File: src/rtl/rc4_pkg.sv
// rc4_pkg: shared types and constants for the RC4 S-box sequencer.
// State encoding plus S-box geometry.
package rc4_pkg;

    typedef enum logic [2:0] {
        IDLE,
        INIT,
        KSA_RD,
        KSA_SW,
        PRGA_RD,
        PRGA_SW,
        PRGA_OUT,
        WAIT
    } state_t;

    localparam int SBOX_SIZE   = 256;
    localparam int INIT_CYCLES = 128;

endpackage

File: src/rtl/rc4_key_mux.sv
// rc4_key_mux: selects one byte of the latched key.
// Byte k of the key lives at bits [8k+7:8k].
module rc4_key_mux #(
    parameter int KEY_BYTES = 16,
    parameter int KW        = (KEY_BYTES > 1) ? $clog2(KEY_BYTES) : 1
) (
    input  logic [8*KEY_BYTES-1:0] i_key,
    input  logic [KW-1:0]          i_kidx,
    output logic [7:0]             o_byte
);

    // indexed part-select of the current key byte
    always_comb begin
        o_byte = i_key[8*i_kidx +: 8];
    end

endmodule

File: src/rtl/rc4_sched.sv
// rc4_sched: RC4 control engine driving a 3-port S-box RAM.
// Runs INIT, KSA and PRGA and streams keystream bytes out.
module rc4_sched
    import rc4_pkg::*;
#(
    parameter int KEY_BYTES = 16
) (
    input  logic                         clk,
    input  logic                         rst_n,
    input  logic                         start,
    input  logic                         stop,
    input  logic [8*KEY_BYTES-1:0]       key,
    input  logic [$clog2(KEY_BYTES+1)-1:0] key_len,
    output logic                         busy,
    output logic [7:0]                   ks_data,
    output logic                         ks_valid,
    input  logic                         ks_ready,
    output logic [7:0]                   ram_raddr_1,
    input  logic [7:0]                   ram_rdata_1,
    output logic [7:0]                   ram_waddr_2,
    output logic [7:0]                   ram_wdata_2,
    output logic [7:0]                   ram_addr_3,
    output logic [7:0]                   ram_wdata_3,
    input  logic [7:0]                   ram_rdata_3,
    output logic                         ram_wen
);

    localparam int LW = $clog2(KEY_BYTES+1);
    localparam int KW = (KEY_BYTES > 1) ? $clog2(KEY_BYTES) : 1;

    state_t                 r_state;
    state_t                 w_next;
    logic [7:0]             r_i;
    logic [7:0]             r_j;
    logic [7:0]             r_si;
    logic [7:0]             r_t;
    logic [KW-1:0]          r_kidx;
    logic [LW-1:0]          r_len;
    logic [8*KEY_BYTES-1:0] r_key;
    logic [7:0]             r_ks_data;
    logic                   r_ks_valid;
    logic [7:0]             w_kbyte;
    logic [LW-1:0]          w_eff_len;
    logic                   w_kidx_last;
    logic                   w_init_last;
    logic                   w_i_last;
    logic                   w_accept;

    rc4_key_mux #(
        .KEY_BYTES (KEY_BYTES),
        .KW        (KW)
    ) u_key_mux (
        .i_key  (r_key),
        .i_kidx (r_kidx),
        .o_byte (w_kbyte)
    );

    // A zero or oversize length means "use the whole key".
    assign w_eff_len   = ((key_len == '0) || (int'(key_len) > KEY_BYTES))
                         ? LW'(KEY_BYTES) : key_len;
    assign w_kidx_last = (LW'(r_kidx) == (r_len - LW'(1)));
    // During INIT, r_i doubles as the pair counter c.
    assign w_init_last = (r_i[6:0] == 7'(INIT_CYCLES-1));
    assign w_i_last    = (r_i == 8'(SBOX_SIZE-1));
    assign w_accept    = r_ks_valid && ks_ready;

    assign busy     = (r_state != IDLE);
    assign ks_data  = r_ks_data;
    assign ks_valid = r_ks_valid;

    // state register
    always_ff @(posedge clk) begin
        if (!rst_n) r_state <= IDLE;
        else        r_state <= w_next;
    end

    // next-state logic; stop overrides every transition
    always_comb begin
        w_next = r_state;
        if (stop) begin
            w_next = IDLE;
        end else begin
            case (r_state)
                IDLE:     if (start)       w_next = INIT;
                INIT:     if (w_init_last) w_next = KSA_RD;
                KSA_RD:                    w_next = KSA_SW;
                KSA_SW:   w_next = w_i_last ? PRGA_RD : KSA_RD;
                PRGA_RD:                   w_next = PRGA_SW;
                PRGA_SW:                   w_next = PRGA_OUT;
                PRGA_OUT:                  w_next = WAIT;
                WAIT:     if (w_accept)    w_next = PRGA_RD;
                default:                   w_next = IDLE;
            endcase
        end
    end

    // RAM address/data/enable decode from registered state
    always_comb begin
        ram_raddr_1 = '0;
        ram_waddr_2 = '0;
        ram_wdata_2 = '0;
        ram_addr_3  = '0;
        ram_wdata_3 = '0;
        ram_wen     = 1'b0;
        case (r_state)
            INIT: begin
                ram_waddr_2 = {r_i[6:0], 1'b0};
                ram_wdata_2 = {r_i[6:0], 1'b0};
                ram_addr_3  = {r_i[6:0], 1'b1};
                ram_wdata_3 = {r_i[6:0], 1'b1};
                ram_wen     = 1'b1;
            end
            KSA_RD:   ram_raddr_1 = r_i;
            KSA_SW, PRGA_SW: begin
                ram_addr_3  = r_j;
                ram_waddr_2 = r_i;
                ram_wdata_2 = ram_rdata_3;
                ram_wdata_3 = r_si;
                ram_wen     = 1'b1;
            end
            PRGA_RD:  ram_raddr_1 = r_i + 8'd1;
            PRGA_OUT: ram_raddr_1 = r_t;
            default: ;
        endcase
        // never let an aborted swap reach the RAM
        if (stop) ram_wen = 1'b0;
    end

    // datapath registers: indices, swap temporaries, key and output byte
    always_ff @(posedge clk) begin
        if (!rst_n) begin
            r_i        <= '0;
            r_j        <= '0;
            r_si       <= '0;
            r_t        <= '0;
            r_kidx     <= '0;
            r_len      <= '0;
            r_key      <= '0;
            r_ks_data  <= '0;
            r_ks_valid <= 1'b0;
        end else if (stop) begin
            r_ks_valid <= 1'b0;
        end else begin
            case (r_state)
                IDLE: begin
                    if (start) begin
                        r_key  <= key;
                        r_len  <= w_eff_len;
                        r_i    <= '0;
                        r_j    <= '0;
                        r_kidx <= '0;
                    end
                end
                INIT: begin
                    r_i <= w_init_last ? 8'd0 : r_i + 8'd1;
                    if (w_init_last) begin
                        r_j    <= '0;
                        r_kidx <= '0;
                    end
                end
                KSA_RD: begin
                    r_si <= ram_rdata_1;
                    r_j  <= r_j + ram_rdata_1 + w_kbyte;
                end
                KSA_SW: begin
                    r_i    <= r_i + 8'd1;
                    r_kidx <= w_kidx_last ? '0 : r_kidx + KW'(1);
                    if (w_i_last) r_j <= '0;
                end
                PRGA_RD: begin
                    r_i  <= r_i + 8'd1;
                    r_si <= ram_rdata_1;
                    r_j  <= r_j + ram_rdata_1;
                end
                PRGA_SW:  r_t <= r_si + ram_rdata_3;
                PRGA_OUT: begin
                    r_ks_data  <= ram_rdata_1;
                    r_ks_valid <= 1'b1;
                end
                WAIT:     if (w_accept) r_ks_valid <= 1'b0;
                default: ;
            endcase
        end
    end

endmodule
File: config.mk
export PLATFORM = sky130hd
export DESIGN_NAME = rc4_sched
export DESIGN_NICKNAME = d
export VERILOG_FILES = /design/src/rtl/rc4_pkg.sv /design/src/rtl/rc4_key_mux.sv /design/src/rtl/rc4_sched.sv
export SDC_FILE = /design/constraint.sdc
export NUM_CORES = 1
export LEC_CHECK = 0
export ABC_AREA = 1
export CAP_MARGIN = 20
export CELL_PAD_IN_SITES_DETAIL_PLACEMENT = 0
export CELL_PAD_IN_SITES_GLOBAL_PLACEMENT = 2
export CORE_MARGIN = 4
export CORE_UTILIZATION = 30
export CTS_CLUSTER_SIZE = 8
export DETAILED_ROUTE_END_ITERATION = 8
export GPL_TIMING_DRIVEN = 0
export HOLD_SLACK_MARGIN = 0.03
export PLACE_DENSITY_LB_ADDON = 0.3
export SYNTH_ARGS = -nofsm -noshare
export SYNTH_HDL_FRONTEND = slang
export SYNTH_SLANG_ARGS = --single-unit
File: constraint.sdc
create_clock -name clk -period 6.04 [get_ports clk]
set_clock_uncertainty 0.1 [all_clocks]
set_input_delay 0.906 -clock clk [delete_from_list [all_inputs] [get_ports clk]]
set_output_delay 0.906 -clock clk [all_outputs]
set_load 0.01 [all_outputs]
Cell area per tile:
Drawn at 2 px/um. 18 x 18 tiles, from dark blue (low) to red (high), 0 to 100% covered.
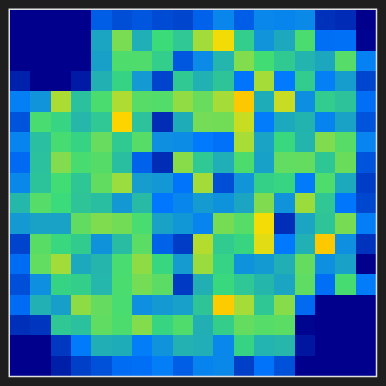
mean over tiles: 35%
fullest tile: 77%
tiles over 75% full: 1.2%
nearly empty tiles: 11%

Placed standard cells:
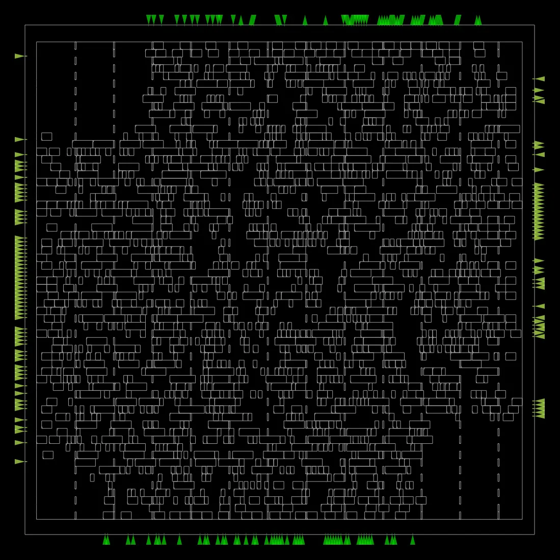
Tap Cells: 390
fin cells: 1967
seq_cells: 181

==> flow_summary.toml <==
# generated from flow reports
[die]
die_h_um = 183
die_w_um = 183
fp_util = 0.307
ios = 205

[finish]
buffers = 280
largest_register_ffs = 128
fin_nets = 1747
fin_util = 0.411
comb_cells = 998

[synth]
synthArstFlopShare = 0
ys_sh_mux = 0
synth-warning-count = 0
synth.comb.largest_family = "simple AND/OR/NAND/NOR gates"
ys_seq_frac = 0.395
synth_cell_types = 50
yosys_cells = 1342
ys_sh_xor = 0.0191
yosys_area_um2 = 9170

[route]
dr.pass1.iters = 5
dr.max_layer_used = "met4"
drt-met1-wl_mm = 16.8
drt_first_iter_violations = 722
wl_per_cell_um = 18.2
wl_met2_mm = 16.3
routed_wl_mm = 35.9

[cts]
cts_setup_buffers = 0
clockRootBuffer = "clkbuf_16"
clk_path_buf_depth = 2
clock_sinks = 181
clkLatencyLatePin_ns = 0.44
clkSlewWorstSetupHoldPaths_ns = 0.08

[worst_setup_path]
crit_fanout = 10
reg2reg_from = "r_kidx[2]"
path_class = "reg2out"
worstPathArrival_ns = 2.77

[power_and_ir_drop]
leakage_nw = 5.23
power_density_nw_per_um2 = 243
seq_power_share = 0.443
power_mw = 2.99
internal_power_mw = 2.06

[timing]
worst_slack_ns = 2.27
fmax_mhz = 265

[global_routing]
grt_pass1_wl_mm = 54.4
globalRouteMet2Util = 0.343
busiest_layer = "met2"
grt.total_usage = 0.208

[outcome]
outcome = "finished, final reports clean"

[placement]
dp.cells = 1936
